[src/rtl/decode_stage_pkg.sv]
// ---------------------------------------------------------------------------
// decode_stage_pkg
// Shared definitions for the decode stage: register-file geometry, instruction
// field positions, opcode/funct constants, the decoded control bundle and small
// helper functions for field extraction, immediate extension and operand
// selection (register-file data versus writeback forwarding).
// ---------------------------------------------------------------------------
package decode_stage_pkg;

    // Register file geometry
    localparam int REG_ADDR = 5;
    localparam int REG_SIZE = 32;
    localparam int INSTR_W  = 32;

    // Instruction field bit positions
    localparam int OP_MSB    = 31;
    localparam int OP_LSB    = 26;
    localparam int RS_MSB    = 25;
    localparam int RS_LSB    = 21;
    localparam int RT_MSB    = 20;
    localparam int RT_LSB    = 16;
    localparam int RD_MSB    = 15;
    localparam int RD_LSB    = 11;
    localparam int FUNCT_MSB = 5;
    localparam int FUNCT_LSB = 0;
    localparam int IMM_MSB   = 15;
    localparam int IMM_LSB   = 0;

    // Opcodes recognised by the decoder
    localparam logic [5:0] OP_RTYPE = 6'h00;
    localparam logic [5:0] OP_BEQ   = 6'h04;
    localparam logic [5:0] OP_ADDI  = 6'h08;
    localparam logic [5:0] OP_LW    = 6'h23;
    localparam logic [5:0] OP_SW    = 6'h2B;

    // R-type function codes (passed through to execute untouched)
    localparam logic [5:0] FUNCT_ADD = 6'h20;
    localparam logic [5:0] FUNCT_SUB = 6'h22;
    localparam logic [5:0] FUNCT_AND = 6'h24;
    localparam logic [5:0] FUNCT_OR  = 6'h25;
    localparam logic [5:0] FUNCT_SLT = 6'h2A;

    // Decoded control bundle carried into ID/EX
    typedef struct packed {
        logic regwrite;
        logic memread;
        logic memwrite;
        logic branch;
        logic illegal;
    } ctrl_t;

    localparam ctrl_t CTRL_NONE = 5'b00000;

    function automatic logic [5:0] instr_op(input logic [INSTR_W-1:0] instr);
        return instr[OP_MSB:OP_LSB];
    endfunction

    function automatic logic [REG_ADDR-1:0] instr_rs(input logic [INSTR_W-1:0] instr);
        return instr[RS_MSB:RS_LSB];
    endfunction

    function automatic logic [REG_ADDR-1:0] instr_rt(input logic [INSTR_W-1:0] instr);
        return instr[RT_MSB:RT_LSB];
    endfunction

    function automatic logic [REG_ADDR-1:0] instr_rd(input logic [INSTR_W-1:0] instr);
        return instr[RD_MSB:RD_LSB];
    endfunction

    function automatic logic [5:0] instr_funct(input logic [INSTR_W-1:0] instr);
        return instr[FUNCT_MSB:FUNCT_LSB];
    endfunction

    // 16-bit immediate sign-extended to a full word
    function automatic logic [31:0] instr_imm_sext(input logic [INSTR_W-1:0] instr);
        return {{16{instr[IMM_MSB]}}, instr[IMM_MSB:IMM_LSB]};
    endfunction

    // Operand source: r0 is hard-wired to zero and never forwarded; otherwise a
    // writeback to the same address in this cycle wins over the stale RF data.
    // Only addresses are compared, never data values.
    function automatic logic [REG_SIZE-1:0] select_operand(
        input logic [REG_ADDR-1:0] addr,
        input logic [REG_SIZE-1:0] rf_data,
        input logic                bypass_en,
        input logic                wb_regwrite,
        input logic [REG_ADDR-1:0] wb_wreg,
        input logic [REG_SIZE-1:0] wb_wdata
    );
        logic [REG_SIZE-1:0] result;
        if (addr == 5'd0) begin
            result = 32'h0000_0000;
        end else if (bypass_en && wb_regwrite && (wb_wreg != 5'd0) && (wb_wreg == addr)) begin
            result = wb_wdata;
        end else begin
            result = rf_data;
        end
        return result;
    endfunction

endpackage

[src/rtl/decode_stage_hazard_detect.sv]
// ---------------------------------------------------------------------------
// hazard_detect
// Purely combinational load-use hazard comparator.
// Ports:
//   rs, rt      : source register addresses of the instruction in IF/ID
//   uses_rt     : instruction actually reads rt as a source
//   valid       : IF/ID entry holds a real instruction
//   ex_memread  : instruction in ID/EX is a load
//   ex_rd       : destination of the instruction in ID/EX
//   hazard      : IF/ID must wait one cycle for the load result
// ---------------------------------------------------------------------------
module hazard_detect
    import decode_stage_pkg::*;
(
    input  logic [REG_ADDR-1:0] rs,
    input  logic [REG_ADDR-1:0] rt,
    input  logic                uses_rt,
    input  logic                valid,
    input  logic                ex_memread,
    input  logic [REG_ADDR-1:0] ex_rd,
    output logic                hazard
);

    logic rs_match_s;
    logic rt_match_s;

    // Address-only comparisons; a load into r0 never produces a usable value
    // so it can never be a dependency.
    always_comb begin
        rs_match_s = (ex_rd == rs);
        rt_match_s = (ex_rd == rt) && uses_rt;
        if (valid && ex_memread && (ex_rd != 5'd0)) begin
            hazard = rs_match_s || rt_match_s;
        end else begin
            hazard = 1'b0;
        end
    end

endmodule

[src/rtl/decode_stage.sv]
// ---------------------------------------------------------------------------
// decode_stage
// Instruction decode stage: IF/ID latch, field decoder, register-file read with
// optional writeback forwarding, load-use stall generation and ID/EX register.
// Ports:
//   clk, reset                  : clock, synchronous active-high reset
//   valid_in, instr_in, pc_in   : fetch-side instruction into IF/ID
//   stall_out                   : combinational; fetch holds its outputs when high
//   flush                       : branch-redirect kill of IF/ID and ID/EX
//   rreg1, rreg2 / rdata1, rdata2 : combinational register-file read port
//   wb_regwrite, wb_wreg, wb_wdata: writeback bus, observed for forwarding
//   ex_memread, ex_rd           : load in ID/EX consumer, for load-use detection
//   id_*                        : registered ID/EX contents
// ---------------------------------------------------------------------------
module decode_stage
    import decode_stage_pkg::*;
#(
    parameter int WB_BYPASS = 1
) (
    input  logic                clk,
    input  logic                reset,
    input  logic                valid_in,
    input  logic [31:0]         instr_in,
    input  logic [31:0]         pc_in,
    output logic                stall_out,
    input  logic                flush,
    output logic [REG_ADDR-1:0] rreg1,
    output logic [REG_ADDR-1:0] rreg2,
    input  logic [REG_SIZE-1:0] rdata1,
    input  logic [REG_SIZE-1:0] rdata2,
    input  logic                wb_regwrite,
    input  logic [REG_ADDR-1:0] wb_wreg,
    input  logic [REG_SIZE-1:0] wb_wdata,
    input  logic                ex_memread,
    input  logic [REG_ADDR-1:0] ex_rd,
    output logic                id_valid,
    output logic [31:0]         id_pc,
    output logic [5:0]          id_op,
    output logic [5:0]          id_funct,
    output logic [REG_SIZE-1:0] id_rs_data,
    output logic [REG_SIZE-1:0] id_rt_data,
    output logic [31:0]         id_imm,
    output logic [REG_ADDR-1:0] id_rd,
    output logic                id_regwrite,
    output logic                id_memread,
    output logic                id_memwrite,
    output logic                id_branch,
    output logic                id_illegal
);

    localparam bit BYPASS_EN = (WB_BYPASS != 0);

    // IF/ID latch
    logic                ifid_valid_r;
    logic [31:0]         ifid_instr_r;
    logic [31:0]         ifid_pc_r;

    // Decoded view of the IF/ID contents
    logic [5:0]          op_s;
    logic [5:0]          funct_s;
    logic [REG_ADDR-1:0] rs_s;
    logic [REG_ADDR-1:0] rt_s;
    logic [REG_ADDR-1:0] rd_s;
    logic [31:0]         imm_s;
    logic [REG_ADDR-1:0] dest_s;
    logic                uses_rt_s;
    ctrl_t               ctrl_s;
    logic [REG_SIZE-1:0] rs_data_s;
    logic [REG_SIZE-1:0] rt_data_s;

    logic                hazard_s;
    logic                stall_s;
    logic                bubble_s;

    assign op_s    = instr_op(ifid_instr_r);
    assign funct_s = instr_funct(ifid_instr_r);
    assign rs_s    = instr_rs(ifid_instr_r);
    assign rt_s    = instr_rt(ifid_instr_r);
    assign rd_s    = instr_rd(ifid_instr_r);
    assign imm_s   = instr_imm_sext(ifid_instr_r);

    // The read port always follows IF/ID, valid or not.
    assign rreg1 = rs_s;
    assign rreg2 = rt_s;

    // Opcode decode: control bits, destination register and rt usage
    always_comb begin
        ctrl_s    = CTRL_NONE;
        dest_s    = 5'd0;
        uses_rt_s = 1'b0;
        case (op_s)
            OP_RTYPE: begin
                ctrl_s.regwrite = 1'b1;
                dest_s          = rd_s;
                uses_rt_s       = 1'b1;
            end
            OP_ADDI: begin
                ctrl_s.regwrite = 1'b1;
                dest_s          = rt_s;
            end
            OP_LW: begin
                ctrl_s.regwrite = 1'b1;
                ctrl_s.memread  = 1'b1;
                dest_s          = rt_s;
            end
            OP_SW: begin
                ctrl_s.memwrite = 1'b1;
                uses_rt_s       = 1'b1;
            end
            OP_BEQ: begin
                ctrl_s.branch = 1'b1;
                uses_rt_s     = 1'b1;
            end
            default: begin
                ctrl_s.illegal = 1'b1;
            end
        endcase
    end

    // Operand selection with writeback forwarding
    always_comb begin
        rs_data_s = select_operand(rs_s, rdata1, BYPASS_EN, wb_regwrite, wb_wreg, wb_wdata);
        rt_data_s = select_operand(rt_s, rdata2, BYPASS_EN, wb_regwrite, wb_wreg, wb_wdata);
    end

    hazard_detect u_hazard_detect (
        .rs         (rs_s),
        .rt         (rt_s),
        .uses_rt    (uses_rt_s),
        .valid      (ifid_valid_r),
        .ex_memread (ex_memread),
        .ex_rd      (ex_rd),
        .hazard     (hazard_s)
    );

    // A flush kills the stalled instruction anyway, so it suppresses the stall;
    // reset likewise forces the stall request low.
    assign stall_s   = hazard_s && !flush && !reset;
    assign stall_out = stall_s;

    // ID/EX receives a bubble on flush, on stall, or when IF/ID is empty.
    assign bubble_s = flush || stall_s || !ifid_valid_r;

    // IF/ID latch: reset clears, flush discards, stall holds, otherwise capture
    always_ff @(posedge clk) begin
        if (reset) begin
            ifid_valid_r <= 1'b0;
            ifid_instr_r <= 32'h0000_0000;
            ifid_pc_r    <= 32'h0000_0000;
        end else if (flush) begin
            ifid_valid_r <= 1'b0;
            ifid_instr_r <= 32'h0000_0000;
            ifid_pc_r    <= 32'h0000_0000;
        end else if (stall_s) begin
            ifid_valid_r <= ifid_valid_r;
            ifid_instr_r <= ifid_instr_r;
            ifid_pc_r    <= ifid_pc_r;
        end else begin
            ifid_valid_r <= valid_in;
            ifid_instr_r <= instr_in;
            ifid_pc_r    <= pc_in;
        end
    end

    // ID/EX register: reset and bubbles zero every field, otherwise load decode
    always_ff @(posedge clk) begin
        if (reset || bubble_s) begin
            id_valid    <= 1'b0;
            id_pc       <= 32'h0000_0000;
            id_op       <= 6'h00;
            id_funct    <= 6'h00;
            id_rs_data  <= 32'h0000_0000;
            id_rt_data  <= 32'h0000_0000;
            id_imm      <= 32'h0000_0000;
            id_rd       <= 5'd0;
            id_regwrite <= 1'b0;
            id_memread  <= 1'b0;
            id_memwrite <= 1'b0;
            id_branch   <= 1'b0;
            id_illegal  <= 1'b0;
        end else begin
            id_valid    <= 1'b1;
            id_pc       <= ifid_pc_r;
            id_op       <= op_s;
            id_funct    <= funct_s;
            id_rs_data  <= rs_data_s;
            id_rt_data  <= rt_data_s;
            id_imm      <= imm_s;
            id_rd       <= dest_s;
            id_regwrite <= ctrl_s.regwrite;
            id_memread  <= ctrl_s.memread;
            id_memwrite <= ctrl_s.memwrite;
            id_branch   <= ctrl_s.branch;
            id_illegal  <= ctrl_s.illegal;
        end
    end

endmodule

[config.mk]
export PLATFORM = sky130hd
export DESIGN_NAME = decode_stage
export DESIGN_NICKNAME = d
export VERILOG_FILES = /design/src/rtl/decode_stage_pkg.sv /design/src/rtl/decode_stage_hazard_detect.sv /design/src/rtl/decode_stage.sv
export SDC_FILE = /design/constraint.sdc
export NUM_CORES = 1
export LEC_CHECK = 0
export CORE_MARGIN = 2
export CORE_UTILIZATION = 35
export DETAILED_ROUTE_END_ITERATION = 8
export PLACE_DENSITY = 0.7
export SYNTH_ARGS = -nofsm -noshare
export SYNTH_HDL_FRONTEND = slang
export SYNTH_SLANG_ARGS = --single-unit
[constraint.sdc]
create_clock -name clk -period 3.7 [get_ports clk]
set_input_delay 0.74 -clock clk [delete_from_list [all_inputs] [get_ports clk]]
set_output_delay 0.74 -clock clk [all_outputs]
set_load 0.05 [all_outputs]
Fig. 1: run 1, the metal 1 layer
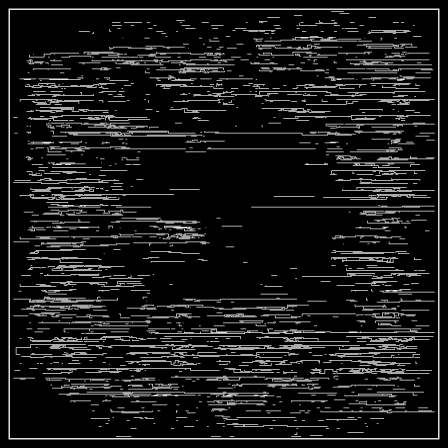
main direction = horizontal
wire length on this layer = 8,890 um

Fig. 2: run 1, the metal 2 layer
The bar under the picture is 50 um long.
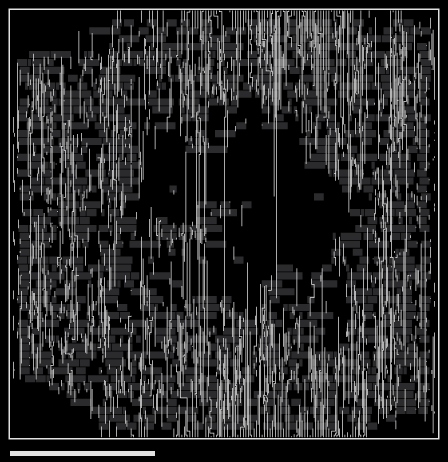
nets with wire on the layer = 987
wire length on this layer = 10,300 um
longest straight run = 98.6 um
main direction = vertical
M2 GR Usage: 0.327
Detailed Route WL: 22,100 um

Fig. 3: run 1, M3 wires
The bar under the picture is 50 um long.
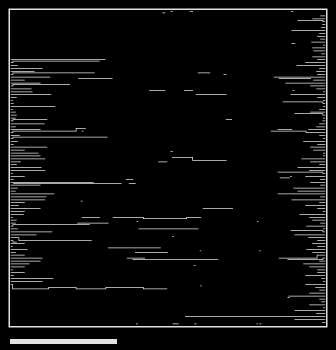
longest straight run = 65.1 um
wire length on this layer = 2,150 um
nets with wire on the layer = 206
share of all routed wire = 9.7%

Fig. 4: run 1, the metal 4 layer
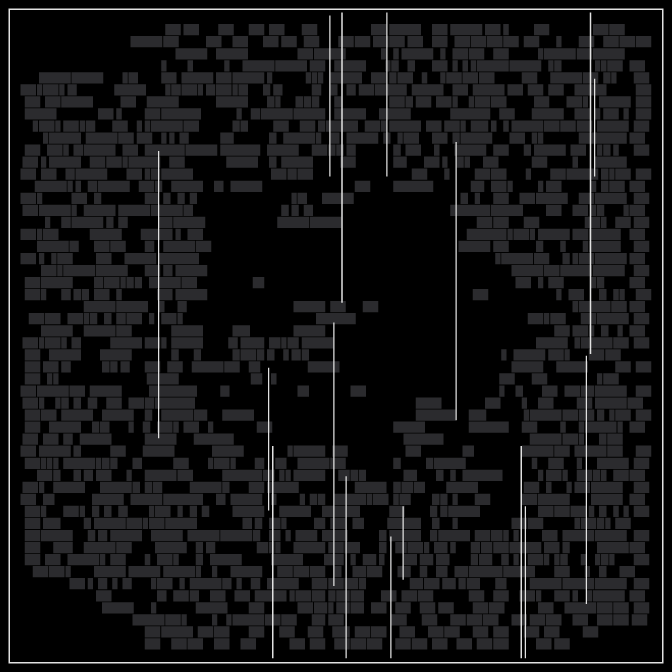
longest straight run = 76.8 um
main direction = vertical
via count: 6,136

==> flow_summary.yaml, run 1 <==
# yosys + openroad results
yosys:
  syn_area_um2: 7180
  ys_sh_xor: 0.0244
  yosysMostFrequentCell: "dfxtp_1"
  edf_count: 0
  ys.flop_type: "dfxtp_1"
  common_cells: "194 x dfxtp_1, 161 x nand2_1, 62 x mux2i_1"
  top_cell_area_share: 0.541
  synthDistinctLibCells: 38
  top_area_cell: "dfxtp_1"
  fp_nets: 935
  aoi_share: 0.0880
  synthArstFlopShare: 0
  synth_cells: 759
  ys_sh_simple: 0.183
drt:
  dr.first_iter.drc_count: 246
  dr_wl_met3_um: 2150
  wl_met2_um: 10300
  wl_met1_um: 8890
  top_layer: "met4"
  wl_per_cell_um: 16.7
  drt.antenna.violating_nets: 0
  drc: 0
  vias_per_cell: 4.62
sta:
  tns_ns: 0
  final_hold_viol_count: 0
  rsz0062_at_grt: "no"
  fin_ws_ns: 0.493
  finalCriticalPeriod_ns: 3.21
  timing.fmax_mhz: 312
  relSlewSlack: 0.383
pwr:
  p_per_area_nw_per_um2: 394
  power.group.top: "registers"
  seq-power_mw: 2.15
  peakVddDrop_v: 0.000293
  powerComb_uw: 406
  switching_share: 0.241
setup_path:
  max_stage_delay_ns: 0.57
  crit_family: "simple AND/OR/NAND/NOR gates"
  setup.worst_path.end: "stall_out"
  critPathSlowestCell: "or4_4"
  r2r-start: "ifid_instr_r[31]"
  crit_type: "in2out"
  path_cells: "clkdlybuf4s50_1 > or4_4 > o211ai_2 > nand4b_4 > nand2b_4 > buf_12"
  critical_path_required_ns: 2.96
  reg2regPathDepth: 6
  critPathMaxFanout: 3
  critPathBufInv: 2
  startpoint: "ex_rd[1]"
  crit_arrival_ns: 2.47
  cp-start-kind: "primary input"
  r2r-end: "ifid_instr_r[30]"
placement:
  dpl_cell_area_um2: 10500
  dpl.hpwl_um: 15900
  place_ws_ns: 0.196
global_route:
  grt_antenna_before_repair: 1
  met3_usage: 0.0764
  grt.overflow.total: 0
  grt_pass1_wl_um: 33400
run_status:
  outcome: "completed"
finish:
  area_delta_synth_final_pct: 54.2
  inverters: 1
  drive_gt1_frac: 0.0540
  n_all_buffers: 349
  seqCellArea_um2: 3880
  seq_share: 0.351
  buf_share: 0.316
  nNetsFinal: 1219
min_path:
  min_to: "ifid_pc_r[24]"
die:
  die_w_um: 147
  fp_util: 0.356
  num_rows: 52
  dieHeight_um: 147
clock_network:
  ctsResizeCount: 0
  post_cts_buffers: 0
  cts_tree: "yes"
  ctsHoldBuffers: 0
  cts-root-buf: "clkbuf_16"
==> run 1 -> run 2 <==
SLEW_MARGIN = 20   (was unset)
Fig. 5: run 2, routing congestion map
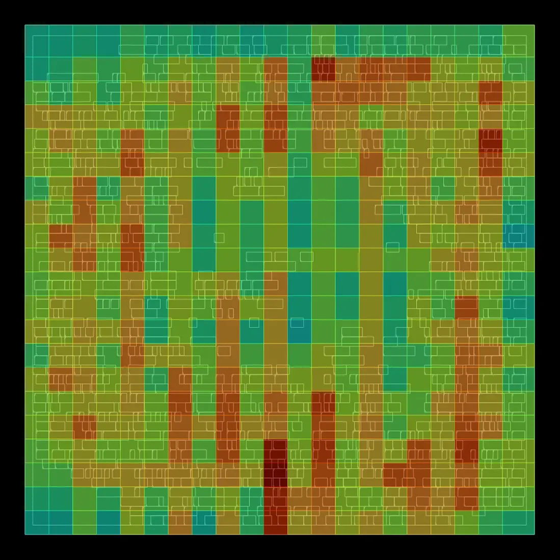
Most Crowded Layer GR: met2
GRT Total Usage: 0.199

Fig. 6: run 2, the metal 2 layer
The bar under the picture is 50 um long.
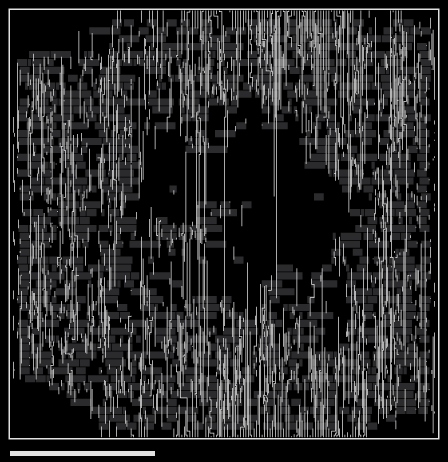
longest straight run = 98.6 um
wire length on this layer = 10,300 um
main direction = vertical
nets with wire on the layer = 987

Fig. 7: run 2, the metal 4 layer
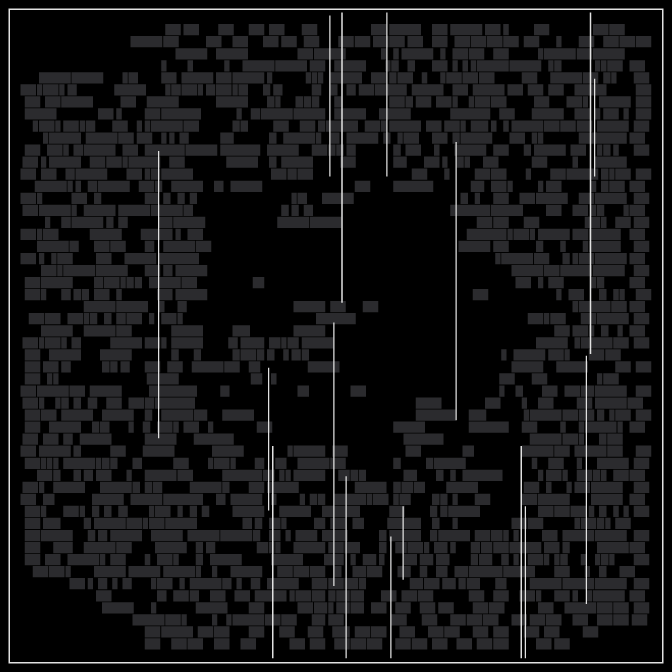
wire length on this layer = 724 um
share of all routed wire = 3.3%
longest straight run = 76.8 um

==> run 2 against run 1 <==
  * Power unchanged
  * Critical path type unchanged
  * Sequential share of layout area did not move
  * Count of clock-buffer cells in the layout is the same
  * Largest power group unchanged
  * Critical endpoint unchanged
==> flow_summary.yaml, run 2 <==
# yosys + openroad results
drt:
  wl_met1_um: 8890
  vias_per_cell: 4.62
  via_count: 6136
  drt.antenna.violating_nets: 0
  wl_um: 22100
  drc: 0
clock_network:
  post_cts_buffers: 0
  cts-root-buf: "clkbuf_16"
global_route:
  grt.overflow.total: 0
  grt_antenna_before_repair: 1
  grt_pass1_wl_um: 33400
yosys:
  syn_area_um2: 7180
  edf_count: 0
  ys_sh_xor: 0.0244
  top_cell_area_share: 0.541
  fp_nets: 935
  common_cells: "194 x dfxtp_1, 161 x nand2_1, 62 x mux2i_1"
  top_area_cell: "dfxtp_1"
  ys_sh_simple: 0.183
  yosysMostFrequentCell: "dfxtp_1"
  aoi_share: 0.0880
setup_path:
  r2r-end: "ifid_instr_r[30]"
  critPathSlowestCell: "or4_4"
  r2r-start: "ifid_instr_r[31]"
  critical_path_required_ns: 2.96
  reg2regPathDepth: 6
  setup.worst_path.end: "stall_out"
  crit_arrival_ns: 2.47
pwr:
  power.group.top: "registers"
  powerComb_uw: 406
  switching_share: 0.241
die:
  dieHeight_um: 147
  die_w_um: 147
placement:
  dpl.hpwl_um: 15900
  dpl_cell_area_um2: 10500
finish:
  inverters: 1
  seq_share: 0.351
  drive_gt1_frac: 0.0540
  buf_share: 0.316
  seqCellArea_um2: 3880
run_status:
  outcome: "completed"
sta:
  rsz0062_at_grt: "no"
  timing.fmax_mhz: 312
  fin_ws_ns: 0.493
min_path:
  min_to: "ifid_pc_r[24]"
==> run 2 -> run 3 <==
CTS_CLUSTER_SIZE = 24   (was unset)
SKIP_LAST_GASP = 1   (was unset)
Fig. 8: run 3, M3 wires
The bar under the picture is 50 um long.
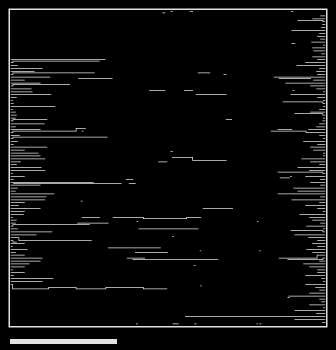
wire length on this layer = 2,150 um
main direction = horizontal
share of all routed wire = 9.7%
longest straight run = 65.1 um
M3 GR Usage: 0.0764

Fig. 9: run 3, the metal 2 layer
The bar under the picture is 50 um long.
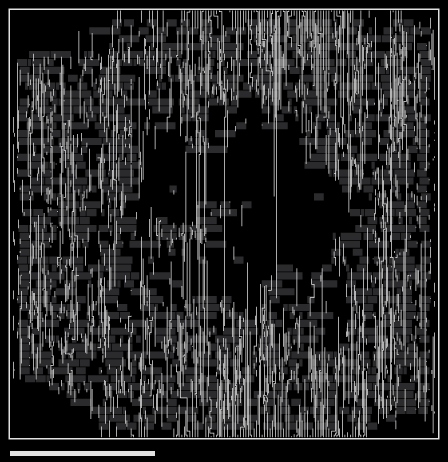
wire length on this layer = 10,300 um
nets with wire on the layer = 987

Fig. 10: run 3, the metal 1 layer
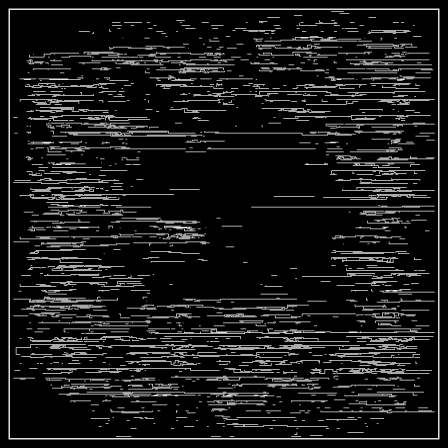
nets with wire on the layer = 1,052
wire length on this layer = 8,890 um

==> run 3 against run 2 <==
  * Core utilization stayed put
  * Via count unchanged
  * Die area is the same
  * Non-clock buffer count unchanged
  * Synthesized cell count is the same
  * Sequential share of layout area stayed put
  * Clock skew unchanged
  * Critical endpoint unchanged
  * Global-route usage is the same
  * Largest power group unchanged
  * Register-to-register slack about the same
  * Wire length unchanged
  * Critical path depth did not move
  * Final cell count stayed put
==> flow_summary.yaml, run 3 <==
# yosys + openroad results
drt:
  drt.antenna.violating_nets: 0
  wl_met1_um: 8890
  vias_per_cell: 4.62
  via_count: 6136
clock_network:
  clock_sinks: 194
  post_cts_buffers: 0
  path_clk_slew_ns: 0.07
pwr:
  p_clk_mw: 1.81
  power.group.top: "registers"
yosys:
  edf_count: 0
  fp_nets: 935
  top_cell_area_share: 0.541
  syn_area_um2: 7180
  common_cells: "194 x dfxtp_1, 161 x nand2_1, 62 x mux2i_1"
  yosysMostFrequentCell: "dfxtp_1"
  top_area_cell: "dfxtp_1"
die:
  dieHeight_um: 147
finish:
  inverters: 1
  seqCellArea_um2: 3880
  buf_share: 0.316
  seq_share: 0.351
setup_path:
  r2r-start: "ifid_instr_r[31]"
  critical_path_required_ns: 2.96
  r2r-end: "ifid_instr_r[30]"
  crit_arrival_ns: 2.47
  critPathSlowestCell: "or4_4"
  setup.worst_path.end: "stall_out"
  critPathMaxFanout: 3
  cp-start-kind: "primary input"
sta:
  rsz0062_at_grt: "no"
  fin_ws_ns: 0.493
  timing.fmax_mhz: 312
global_route:
  gr-usage-all-layers: 0.199
  grt.overflow.total: 0
  grt_antenna_before_repair: 1
  grt_start_max_net_pins: 66
  grt_pass1_wl_um: 33400
run_status:
  outcome: "completed"
placement:
  dpl.hpwl_um: 15900
  dpl_cell_area_um2: 10500
min_path:
  min_to: "ifid_pc_r[24]"
No activity file was given, so power comes from the tool's default toggle rates.
